## src/rtl/time_glyph_stream_pkg.sv

```systemverilog
// Shared types and helpers for the time glyph renderer.
// Holds BCD time layout, FSM encoding and conversion functions.
package time_glyph_stream_pkg;

  typedef logic [3:0] bcd_t;

  typedef struct packed {
    bcd_t h1;
    bcd_t h0;
    bcd_t m1;
    bcd_t m0;
    bcd_t s1;
    bcd_t s0;
  } time_bcd_t;

  localparam int COLON_CODE_DEF = 10;

  localparam logic [1:0] ST_IDLE  = 2'd0;
  localparam logic [1:0] ST_FETCH = 2'd1;
  localparam logic [1:0] ST_PIXEL = 2'd2;
  localparam logic [1:0] ST_DONE  = 2'd3;

  function automatic int nchar(input int show_seconds);
    return (show_seconds != 0) ? 8 : 5;
  endfunction

  function automatic logic [7:0] bin2bcd_60(
    input logic [7:0] v
  );
    logic [3:0] t;
    logic [3:0] o;
    t = 4'(v / 8'd10);
    o = 4'(v % 8'd10);
    return {t, o};
  endfunction

  // One bit per field: {hh, mm, ss} out of range.
  function automatic logic [2:0] field_bad(
    input logic [23:0] b
  );
    return {b[23:16] > 8'd23,
            b[15:8]  > 8'd59,
            b[7:0]   > 8'd59};
  endfunction

  function automatic time_bcd_t bin2time(
    input logic [23:0] b
  );
    logic [2:0] bad;
    time_bcd_t  t;
    bad = field_bad(b);
    {t.h1, t.h0} = bad[2] ? 8'h00 : bin2bcd_60(b[23:16]);
    {t.m1, t.m0} = bad[1] ? 8'h00 : bin2bcd_60(b[15:8]);
    {t.s1, t.s0} = bad[0] ? 8'h00 : bin2bcd_60(b[7:0]);
    return t;
  endfunction

  function automatic bcd_t char_code(
    input logic [2:0] c,
    input time_bcd_t  t,
    input bcd_t       colon
  );
    bcd_t r;
    r = colon;
    unique case (c)
      3'd0: r = t.h1;
      3'd1: r = t.h0;
      3'd3: r = t.m1;
      3'd4: r = t.m0;
      3'd6: r = t.s1;
      3'd7: r = t.s0;
      default: r = colon;
    endcase
    return r;
  endfunction

endpackage

```

## src/rtl/time_glyph_stream_counter.sv

```systemverilog
// BCD hh:mm:ss register with range-checked load and
// one-second tick with full day rollover.
module time_bcd_counter
  import time_glyph_stream_pkg::*;
(
  input  logic        clk,
  input  logic        reset,
  input  logic        load_valid,
  input  logic [23:0] load_time,
  input  logic        tick,
  output time_bcd_t   digits,
  output logic        load_err
);

  time_bcd_t ld;
  time_bcd_t inc;

  assign ld = bin2time(load_time);

  always_comb begin
    inc = digits;
    if (digits.s0 != 4'd9) begin
      inc.s0 = digits.s0 + 4'd1;
    end else begin
      inc.s0 = 4'd0;
      if (digits.s1 != 4'd5) begin
        inc.s1 = digits.s1 + 4'd1;
      end else begin
        inc.s1 = 4'd0;
        if (digits.m0 != 4'd9) begin
          inc.m0 = digits.m0 + 4'd1;
        end else begin
          inc.m0 = 4'd0;
          if (digits.m1 != 4'd5) begin
            inc.m1 = digits.m1 + 4'd1;
          end else begin
            inc.m1 = 4'd0;
            if (digits.h1 == 4'd2 &&
                digits.h0 == 4'd3) begin
              inc.h1 = 4'd0;
              inc.h0 = 4'd0;
            end else if (digits.h0 == 4'd9) begin
              inc.h0 = 4'd0;
              inc.h1 = digits.h1 + 4'd1;
            end else begin
              inc.h0 = digits.h0 + 4'd1;
            end
          end
        end
      end
    end
  end

  // A load in the same cycle as a tick swallows the tick.
  always_ff @(posedge clk) begin
    if (reset) begin
      digits   <= '0;
      load_err <= 1'b0;
    end else begin
      load_err <= load_valid &&
                  (field_bad(load_time) != 3'b000);
      if (load_valid) begin
        digits <= ld;
      end else if (tick) begin
        digits <= inc;
      end
    end
  end

endmodule

```

## src/rtl/time_glyph_stream.sv

```systemverilog
// Renders one glyph row of HH:MM[:SS] as a pixel stream.
// Optional alarm compare enabled by TIME_GLYPH_ALARM_EN.
module time_glyph_stream
  import time_glyph_stream_pkg::*;
#(
  parameter int GLYPH_W      = 13,
  parameter int GLYPH_H      = 24,
  parameter int ROM_AW       = 9,
  parameter int PIX_W        = 24,
  parameter int SHOW_SECONDS = 1,
  parameter int COLON_CODE   = COLON_CODE_DEF
) (
  input  logic               clk,
  input  logic               reset,
  input  logic               load_valid,
  input  logic [23:0]        load_time,
  output logic               load_err,
  input  logic               tick,
  input  logic               render_start,
  input  logic [4:0]         row,
  output logic               busy,
  output logic [ROM_AW-1:0]  rom_addr,
  input  logic [GLYPH_W-1:0] rom_q,
  output logic               pix_valid,
  input  logic               pix_ready,
  output logic [PIX_W-1:0]   pix_data,
`ifdef TIME_GLYPH_ALARM_EN
  input  logic               alarm_set,
  input  logic [23:0]        alarm_time,
  output logic               alarm_hit,
`endif
  output logic               done
);

  localparam int NCH = nchar(SHOW_SECONDS);
  localparam int AW  = ROM_AW + 4;
  localparam int BW  = $clog2(GLYPH_W);

  time_bcd_t          digits;
  time_bcd_t          snap;
  logic [1:0]         state;
  logic [2:0]         c;
  logic [BW-1:0]      beat;
  logic [GLYPH_W-1:0] shreg;
  logic [4:0]         srow;
  logic               first;
  logic               blank;
  logic               row_blank;
  logic               accept;
  logic               last_beat;
  logic               pix_bit;

  time_bcd_counter u_cnt (
    .clk        (clk),
    .reset      (reset),
    .load_valid (load_valid),
    .load_time  (load_time),
    .tick       (tick),
    .digits     (digits),
    .load_err   (load_err)
  );

  function automatic logic [ROM_AW-1:0] addr_of(
    input logic [2:0] ci,
    input time_bcd_t  t,
    input logic [4:0] r
  );
    return ROM_AW'(
      AW'(char_code(ci, t, 4'(COLON_CODE)))
      * AW'(GLYPH_H) + AW'(r));
  endfunction

  assign busy      = state != ST_IDLE;
  assign pix_valid = state == ST_PIXEL;
  assign done      = state == ST_DONE;
  assign accept    = pix_valid & pix_ready;
  assign last_beat = beat == BW'(GLYPH_W - 1);
  assign row_blank = 32'(row) >= GLYPH_H;

  // First pixel cycle reads the ROM word directly.
  assign pix_bit = blank |
                   (first ? rom_q[GLYPH_W-1]
                          : shreg[GLYPH_W-1]);
  assign pix_data = {PIX_W{pix_bit | ~pix_valid}};

  always_ff @(posedge clk) begin
    if (reset) begin
      state    <= ST_IDLE;
      rom_addr <= '0;
      c        <= '0;
      beat     <= '0;
      shreg    <= '0;
      snap     <= '0;
      srow     <= '0;
      first    <= 1'b0;
      blank    <= 1'b0;
    end else begin
      unique case (state)
        ST_IDLE: begin
          if (render_start) begin
            snap  <= digits;
            srow  <= row;
            c     <= '0;
            blank <= row_blank;
            if (!row_blank) begin
              rom_addr <= addr_of(3'd0, digits, row);
            end
            state <= ST_FETCH;
          end
        end
        ST_FETCH: begin
          first <= 1'b1;
          beat  <= '0;
          state <= ST_PIXEL;
        end
        ST_PIXEL: begin
          if (first) begin
            first <= 1'b0;
            shreg <= accept ? rom_q << 1 : rom_q;
          end else if (accept) begin
            shreg <= shreg << 1;
          end
          if (accept) begin
            beat <= beat + 1'b1;
            if (last_beat) begin
              if (c == 3'(NCH - 1)) begin
                state <= ST_DONE;
              end else begin
                c <= c + 3'd1;
                if (!blank) begin
                  rom_addr <= addr_of(c + 3'd1,
                                      snap, srow);
                end
                state <= ST_FETCH;
              end
            end
          end
        end
        default: state <= ST_IDLE;
      endcase
    end
  end

`ifdef TIME_GLYPH_ALARM_EN
  time_bcd_t alarm;
  logic      armed;
  logic      upd_q;

  // upd_q marks the cycle in which fresh digits are visible.
  always_ff @(posedge clk) begin
    if (reset) begin
      alarm     <= '0;
      armed     <= 1'b0;
      upd_q     <= 1'b0;
      alarm_hit <= 1'b0;
    end else begin
      upd_q     <= load_valid | tick;
      alarm_hit <= upd_q & armed & (digits == alarm);
      if (alarm_set) begin
        alarm <= bin2time(alarm_time);
        armed <= (alarm_time != 24'hFFFFFF) &&
                 (field_bad(alarm_time) == 3'b000);
      end
    end
  end
`endif

endmodule

```

## config.mk

```make
export PLATFORM = sky130hd
export DESIGN_NAME = time_glyph_stream
export DESIGN_NICKNAME = d
export VERILOG_FILES = /design/src/rtl/time_glyph_stream_pkg.sv /design/src/rtl/time_glyph_stream_counter.sv /design/src/rtl/time_glyph_stream.sv
export SDC_FILE = /design/constraint.sdc
export NUM_CORES = 1
export LEC_CHECK = 0
export CORE_MARGIN = 4
export CORE_UTILIZATION = 52
export DETAILED_ROUTE_END_ITERATION = 6
export PLACE_DENSITY = 0.78
export SETUP_SLACK_MARGIN = 0.1
export SLEW_MARGIN = 30
export SYNTH_ARGS = -nofsm -noshare
export SYNTH_HDL_FRONTEND = slang
export SYNTH_SLANG_ARGS = --single-unit
```

## constraint.sdc

```tcl
create_clock -name clk -period 3.73 [get_ports clk]
set_clock_uncertainty 0.2 [all_clocks]
set_input_delay 0.746 -clock clk [delete_from_list [all_inputs] [get_ports clk]]
set_output_delay 0.746 -clock clk [all_outputs]
set_load 0.01 [all_outputs]
```

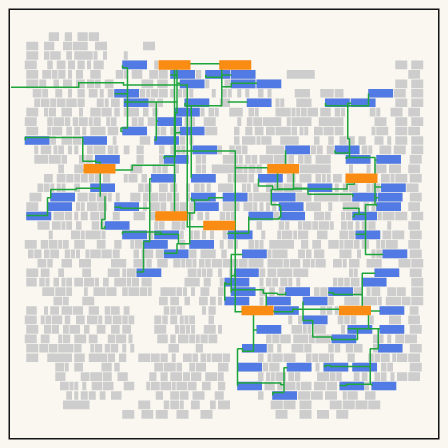
*Clock network drawn from the DEF*
legend:
  orange:
    item: clock-net drivers
    count: 9
  green:
    item: clock wires
    length: 1080 um
  blue:
    item: flip-flops
    count: 87
routed clock nets: 10
Clk power: 0.835 mW
clk latency late pin: 340 ps
power share of the clock group: 22.6%

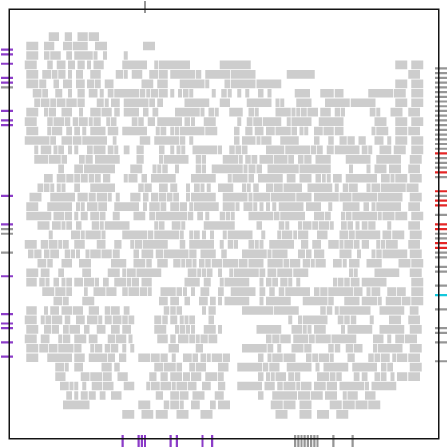
*Pin map*
Pins as bars across the die edge, other pins in gray.
legend:
  red:
    port: `rom_addr`
    pins: 9
    direction: output
    edge: right
  cyan:
    port: `pix_valid`
    pins: 1
    direction: output
    edge: right
  purple:
    port: `load_time`
    pins: 24
    direction: input
    edge: 16 left, 8 bottom
Die Wd: 123 um
die outline height: 123 um
PortBufs: 84

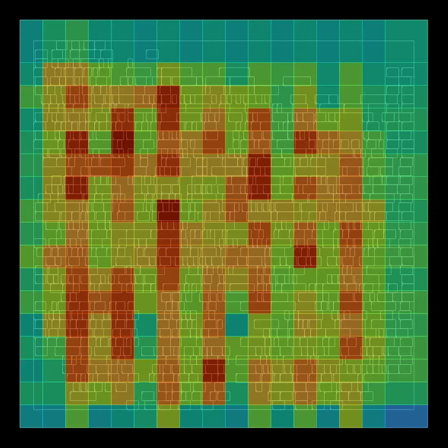
*Track usage over the die*
DR WL/cell: 14.7 um
utilization after layout: 63.5%

==> notes.md <==
Implementation numbers.

- The core utilization before placement is 53.9%.
- Overall power consumption after layout is estimated at 3.70 mW.
- The cell type of the slowest stage on the worst timing path is sky130_fd_sc_hd__fa_2.
- Combinational power for this build is 1.71 mW.
- In the final design database the tool counted 1051 nets.
- The post-DP HPWL reads between 10000 and 15000 um.
- The category of the critical setup timing path reads reg -> reg.
- The portion of the layout cell area used by clock cells is 3.37%.
- The number of cells traversed by the worst hold path is 2.
- The total clock sinks is between 80 and 90.
- The number of cells on the critical path is 15.
- Per the CTS log, the root buffer master is sky130_fd_sc_hd__clkbuf_16.
- The top power consumer group reads combinational cells.
- The wire length of the first global-routing pass is 27700 um.
- The number of hold violations in the final report is 0.
- The number of iterations in the first detailed-routing pass is 5.
- The TritonCTS clock tree is yes.
- Summed over its instances, the top area cell type makes up 25.2% of the synthesized netlist area.
- According to the I/O placement log, the pin count is ~85.
- The sequential-to-total area share from yosys stat reads 25.2%.
- The floorplan has just over 40 rows.
- The count of hold buffers inserted by post-cts repair is 0.
- The combinational power share is 46.3%.
- The data arrival time at the worst-slack endpoint reads 3470 ps.
- The final timing report counts setup violations totalling 0.
- Per the post-route antenna check, the number of violating nets is 0.
- The reg-to-reg critical path startpoint is c[1].
- The first routing iteration left 527 violations.
- The register-to-register path setup slack reads 250 ps.
- The most used flip-flop cell after synthesis reads sky130_fd_sc_hd__dfxtp_1.
- The top cell types in the final layout, fill and taps aside, are sky130_fd_sc_hd__nand2_1 (109), sky130_fd_sc_hd__a21oi_1 (97), sky130_fd_sc_hd__dfxtp_1 (87), sky130_fd_sc_hd__clkdlybuf4s50_1 (83), sky130_fd_sc_hd__nor2_1 (65).
- The library cell used most frequently in the layout, excluding fill and tap cells, is sky130_fd_sc_hd__nand2_1.
- The residual DRC count is 0.
- The H-tree was split into 3 levels.
- The cell area after technology mapping reads 6910 sq um.
- The run finished with clean final reports.
- The number of antenna violations at the first check in global routing was 0.
- The proportion of synthesized flip-flops having asynchronous set or reset is 0%.
- The worst max-slew margin expressed relative to the limit reads 48.9%.
- The most heavily used metal layer in global routing reads met2.
- The total number of multi-input combinational cells is ~700.
- The filler cell count reads 1122.
- The worst stage delay on the critical path reads 390 ps.
- The cell area after placement is 7780 sq um.
- The critical path data required time is between 3000 and 4000 ps.
- The share of post-route cells with drive strength above 1 reads 8.23%.
- Looking at the max-slew report, the worst-margin pin has a slew of 764 ps.
- The summed area of non-filler cells in the final layout is between 8000 and 9000 sq um.
Power and IR drop assume default switching activity.
